==> images/final_clocks.png <==
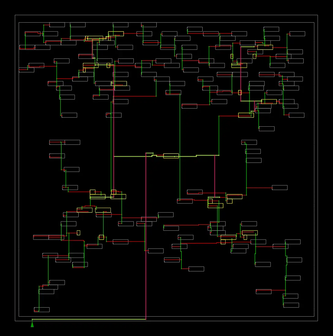
==> images/gate_families.png <==
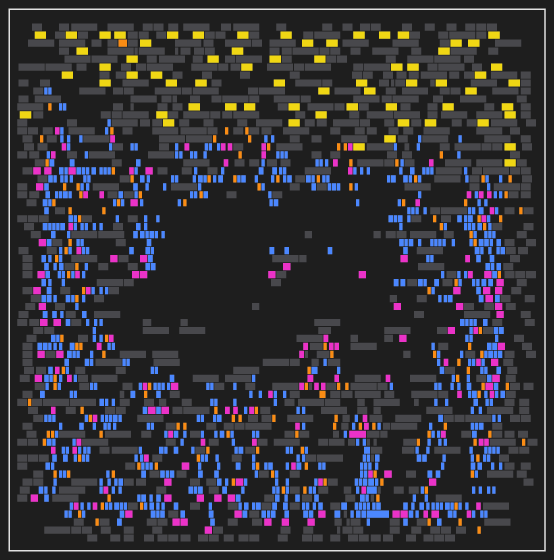
==> images/clock_map.png <==
Scale bar: 50 um.
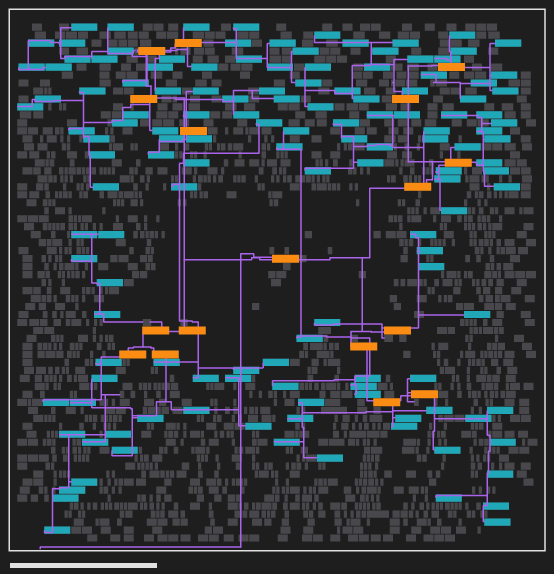
==> images/met4.png <==
Supply wires on this layer in grey.
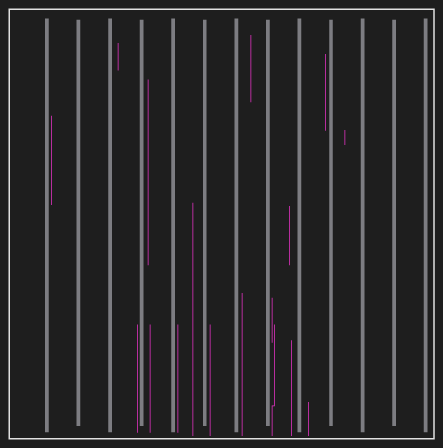
--- src/rtl/div_arbiter_pkg.sv ---
// Shared types and the round-robin search used by the divider arbiter.
package div_arbiter_pkg;

  typedef enum logic [1:0] {
    IDLE    = 2'd0,
    LAUNCH  = 2'd1,
    WAIT    = 2'd2,
    RESPOND = 2'd3
  } state_t;

  localparam int unsigned MaxReq  = 16;
  localparam int unsigned MaxIdxW = 4;

  typedef struct packed {
    logic               found;
    logic [MaxIdxW-1:0] idx;
  } rr_result_t;

  // First set bit of req_vector at or after ptr, wrapping at num_req.
  function automatic rr_result_t next_rr(input logic [MaxReq-1:0]  req_vector,
                                         input logic [MaxIdxW-1:0] ptr,
                                         input int unsigned        num_req);
    rr_result_t res;
    logic [MaxIdxW:0] cand;
    res = '0;
    for (int unsigned k = 0; k < MaxReq; k++) begin
      cand = {1'b0, ptr} + 5'(k);
      if (cand >= 5'(num_req)) cand = cand - 5'(num_req);
      if (k < num_req && !res.found && req_vector[cand[MaxIdxW-1:0]]) begin
        res.found = 1'b1;
        res.idx   = cand[MaxIdxW-1:0];
      end
    end
    return res;
  endfunction

endpackage

--- src/rtl/div_arbiter_rr_arbiter.sv ---
// Combinational round-robin priority select starting at ptr.
module rr_arbiter
  import div_arbiter_pkg::*;
#(
  parameter int unsigned NUM_REQ  = 4,
  parameter int unsigned ID_WIDTH = $clog2(NUM_REQ)
) (
  input  logic [NUM_REQ-1:0]  req,
  input  logic [ID_WIDTH-1:0] ptr,
  output logic [NUM_REQ-1:0]  grant_onehot,
  output logic [ID_WIDTH-1:0] grant_idx,
  output logic                any_grant
);

  rr_result_t res;

  always_comb begin
    res          = next_rr(MaxReq'(req), MaxIdxW'(ptr), NUM_REQ);
    any_grant    = res.found;
    grant_idx    = ID_WIDTH'(res.idx);
    grant_onehot = '0;
    if (res.found) grant_onehot[grant_idx] = 1'b1;
  end

endmodule

--- src/rtl/div_arbiter.sv ---
// Round-robin sharing of one multi-cycle signed divider; one request in flight at a time.
module div_arbiter
  import div_arbiter_pkg::*;
#(
  parameter int unsigned NUM_REQ    = 4,
  parameter int unsigned DATA_WIDTH = 32,
  parameter int unsigned ID_WIDTH   = $clog2(NUM_REQ)
) (
  input  logic                          clock,
  input  logic                          reset,
  input  logic [NUM_REQ-1:0]            req_valid,
  output logic [NUM_REQ-1:0]            req_ready,
  input  logic [NUM_REQ*DATA_WIDTH-1:0] req_num,
  input  logic [NUM_REQ*DATA_WIDTH-1:0] req_den,
  output logic                          rsp_valid,
  input  logic                          rsp_ready,
  output logic [ID_WIDTH-1:0]           rsp_id,
  output logic [DATA_WIDTH-1:0]         rsp_quotient,
  output logic [DATA_WIDTH-1:0]         rsp_remainder,
  output logic                          rsp_error,
  output logic                          div_start,
  output logic [DATA_WIDTH-1:0]         div_numerator,
  output logic [DATA_WIDTH-1:0]         div_denominator,
  input  logic [DATA_WIDTH-1:0]         div_quotient,
  input  logic [DATA_WIDTH-1:0]         div_remainder,
  input  logic                          div_error,
  input  logic                          div_done,
  output logic                          busy
);

  state_t                state_q;
  logic [ID_WIDTH-1:0]   ptr_q;
  logic [ID_WIDTH-1:0]   id_q;
  logic [DATA_WIDTH-1:0] num_q, den_q, quot_q, rem_q;
  logic                  err_q, start_q, valid_q, busy_q;

  logic [NUM_REQ-1:0]    grant_onehot;
  logic [ID_WIDTH-1:0]   grant_idx;
  logic                  any_grant;
  logic [DATA_WIDTH-1:0] sel_num, sel_den;

  rr_arbiter #(
    .NUM_REQ  (NUM_REQ),
    .ID_WIDTH (ID_WIDTH)
  ) u_rr (
    .req          (req_valid),
    .ptr          (ptr_q),
    .grant_onehot (grant_onehot),
    .grant_idx    (grant_idx),
    .any_grant    (any_grant)
  );

  always_comb begin
    sel_num = '0;
    sel_den = '0;
    for (int i = 0; i < NUM_REQ; i++) begin
      if (grant_onehot[i]) begin
        sel_num = req_num[i*DATA_WIDTH +: DATA_WIDTH];
        sel_den = req_den[i*DATA_WIDTH +: DATA_WIDTH];
      end
    end
  end

  // Grant is visible in the accept cycle; masked during reset so it reads zero.
  assign req_ready = (state_q == IDLE && !reset) ? grant_onehot : '0;

  always_ff @(posedge clock or posedge reset) begin
    if (reset) begin
      state_q <= IDLE;
      ptr_q   <= '0;
      id_q    <= '0;
      num_q   <= '0;
      den_q   <= '0;
      quot_q  <= '0;
      rem_q   <= '0;
      err_q   <= 1'b0;
      start_q <= 1'b0;
      valid_q <= 1'b0;
      busy_q  <= 1'b0;
    end else begin
      start_q <= 1'b0;
      case (state_q)
        IDLE: begin
          if (any_grant) begin
            num_q   <= sel_num;
            den_q   <= sel_den;
            id_q    <= grant_idx;
            ptr_q   <= (grant_idx == ID_WIDTH'(NUM_REQ - 1)) ? '0 : grant_idx + ID_WIDTH'(1);
            start_q <= 1'b1;
            busy_q  <= 1'b1;
            state_q <= LAUNCH;
          end
        end
        LAUNCH: state_q <= WAIT;
        WAIT: begin
          if (div_done) begin
            quot_q  <= div_quotient;
            rem_q   <= div_remainder;
            err_q   <= div_error;
            valid_q <= 1'b1;
            state_q <= RESPOND;
          end
        end
        RESPOND: begin
          if (rsp_ready) begin
            valid_q <= 1'b0;
            busy_q  <= 1'b0;
            state_q <= IDLE;
          end
        end
        default: state_q <= IDLE;
      endcase
    end
  end

  assign rsp_valid       = valid_q;
  assign rsp_id          = id_q;
  assign rsp_quotient    = quot_q;
  assign rsp_remainder   = rem_q;
  assign rsp_error       = err_q;
  assign div_start       = start_q;
  assign div_numerator   = num_q;
  assign div_denominator = den_q;
  assign busy            = busy_q;

endmodule

--- config.mk ---
export PLATFORM = sky130hd
export DESIGN_NAME = div_arbiter
export DESIGN_NICKNAME = d
export VERILOG_FILES = /design/src/rtl/div_arbiter_pkg.sv /design/src/rtl/div_arbiter_rr_arbiter.sv /design/src/rtl/div_arbiter.sv
export SDC_FILE = /design/constraint.sdc
export NUM_CORES = 1
export LEC_CHECK = 0
export ABC_AREA = 1
export CAP_MARGIN = 15
export CORE_AREA = 2 2 180 182
export CTS_BUF_LIST = sky130_fd_sc_hd__clkbuf_16
export DETAILED_ROUTE_END_ITERATION = 12
export DIE_AREA = 0 0 182 184
export HOLD_SLACK_MARGIN = 0.02
export PLACE_DENSITY_LB_ADDON = 0.15
export SLEW_MARGIN = 5
export SYNTH_ARGS = -nofsm -noshare
export SYNTH_HDL_FRONTEND = slang
export SYNTH_SLANG_ARGS = --single-unit
--- constraint.sdc ---
create_clock -name clock -period 7.7 [get_ports clock]
set_input_delay 1.54 -clock clock [delete_from_list [all_inputs] [get_ports clock]]
set_output_delay 1.54 -clock clock [all_outputs]
set_load 0.01 [all_outputs]
==> metrics.cfg <==
[cells_and_area]
nonClkBufAreaFrac_pct=32.9
finalNetCount=2037
n_all_buffers=480
sh_seq_area_pct=23.8
nMultiInputCombCells=916
area_delta_synth_final_pct=58.1

[cts]
hold_buffers=0
cts_tree=built
cts_inserted_buffers=17
h-tree-depth=4

[final_timing]
tightestPinTransition_ns=1.08
setup_viol=0
fin_crit_ns=6.44
max_clock_freq_mhz=155

[hold_path]
hold_depth=2
min_to=div_denominator[16]

[drt]
ant_nets=0
first_pass_iters=5
drt_iter0_markers=495
drc=0

[critical_path]
critPathLaunch=req_valid[3]
crit_path_end=req_ready[3]
path_common_cell=nand2_1
max_stage_delay_ns=0.66
slowest_stage=buf_4
worst-path-max-fanout=65
reg2reg_slack_ns=3.51
timing.rr.end=div_numerator[6]
crit_required_ns=6.16

[global_routing]
grt.overflow.total=0
antenna_found_initial=0
grt_pass1_vias=9599
grt_pass1_wl_um=55300
grt_util_all_layers_pct=21.4

[power_and_ir_drop]
power.net_switching_mw=3.97
sw_frac_of_total_pct=52.3
p_seq_mw=1.28
p_leak_nw=7.15

[floorplan]
die_w_um=182

[synthesis]
syn_inst=1295
synth-seq-cells=138
synth_cell_type_count=26
postSynthSeqShare_pct=37.7

[status]
status=completed

About final_clocks.png:
CLK BUF: 17
Flops: 138
clock sinks: 138

About gate_families.png:
| colour | family | cells | most used |
|---|---|---|---|
| magenta | inverting AOI/OAI gates | 144 | a21oi_1 |
| yellow | multiplexers | 65 | mux2_2 |
| orange | inverters | 144 | inv_1 |
| blue | NAND gates | 682 | nand2_1 |
highest-count logic cell in the final layout: nand2_1
combinational share of cell area: 32.4%
Final Non-Filler Cells: 2,112

About clock_map.png:
[cyan] flip-flops | count: 138
[purple] clock wires | length: 2,410 um
[orange] cells driving clock nets | count: 17
flops lie: all over the die
Clock Power Share: 9.8%
clk_skew: 0.0102 ns
Worst-Skew Late Latency: 0.43 ns
clock-net power: 0.745 mW

About met4.png:
wire length on this layer: 692 um
longest straight run: 100 um
final wirelength: 36,100 um
Vias: 9,888

metal layers:
layer / global-route usage [%] / vias up / wire, um
met5: 0 / - / 0
met3: 5.84 / 37 / 2950
met1: 26.0 / 4558 / 14500
li1: - / 4908 / -
met2: 36.7 / 385 / 18000
met4: 6.68 / 0 / 691
sequential cells by signal (all words and copies together), names as in the netlist:
register	cells
div_denominator	32
busy	1
rsp_error	1
rsp_remainder	32
div_start	1
rsp_quotient	32
rsp_id	2
state_q	2
div_numerator	32
ptr_q	2
rsp_valid	1
worst register-to-register path, delay by kind of cell (launching register included):
| kind | cells | cell delay, ns |
|---|---|---|
| and+or+nand+nor | 10 | 1.17 |
| buffers and inverters | 7 | 1.77 |
| DFF | 1 | 0.56 |
| adders and majority gates | 2 | 0.57 |
cell usage after synthesis:
master / n
a21boi_0: 54
a21boi_1: 10
a21oi_1: 67
a21oi_4: 1
buf_1: 3
buf_2: 21
buf_4: 18
buf_6: 7
clkbuf_1: 48
dfrtp_1: 138
ha_1: 11
inv_1: 140
inv_2: 4
mux2_2: 65
nand2_1: 481
nand3_1: 197
nand3_2: 1
nand4_1: 2
nand4_2: 1
nor2_1: 11
nor2_4: 1
nor4_1: 1
o21a_1: 1
o21ai_0: 10
o21ai_1: 1
o22ai_1: 1
logic make-up after synthesis:
family / share of synthesized area [%]
simple gates: 31.5
buf+inv: 11.5
compound gates: 9.83
flops: 37.7
mux: 7.99
fa+ha+maj: 1.50
stage by stage:
step	worst slack [ns]	cell area, sq um	util, %	hold slack [ns]
2_1_floorplan	0.735	9160	-	0.515
3_3_place_gp	1.43	14000	44.5	0.461
3_5_place_dp	1.32	14000	44.5	0.464
4_1_cts	1.32	14500	46.1	0.482
5_1_grt	1.00	14500	46.1	0.493
6_report	1.26	14500	46.1	0.477
Power figures rest on the tool's default switching activity, not on a simulated workload.
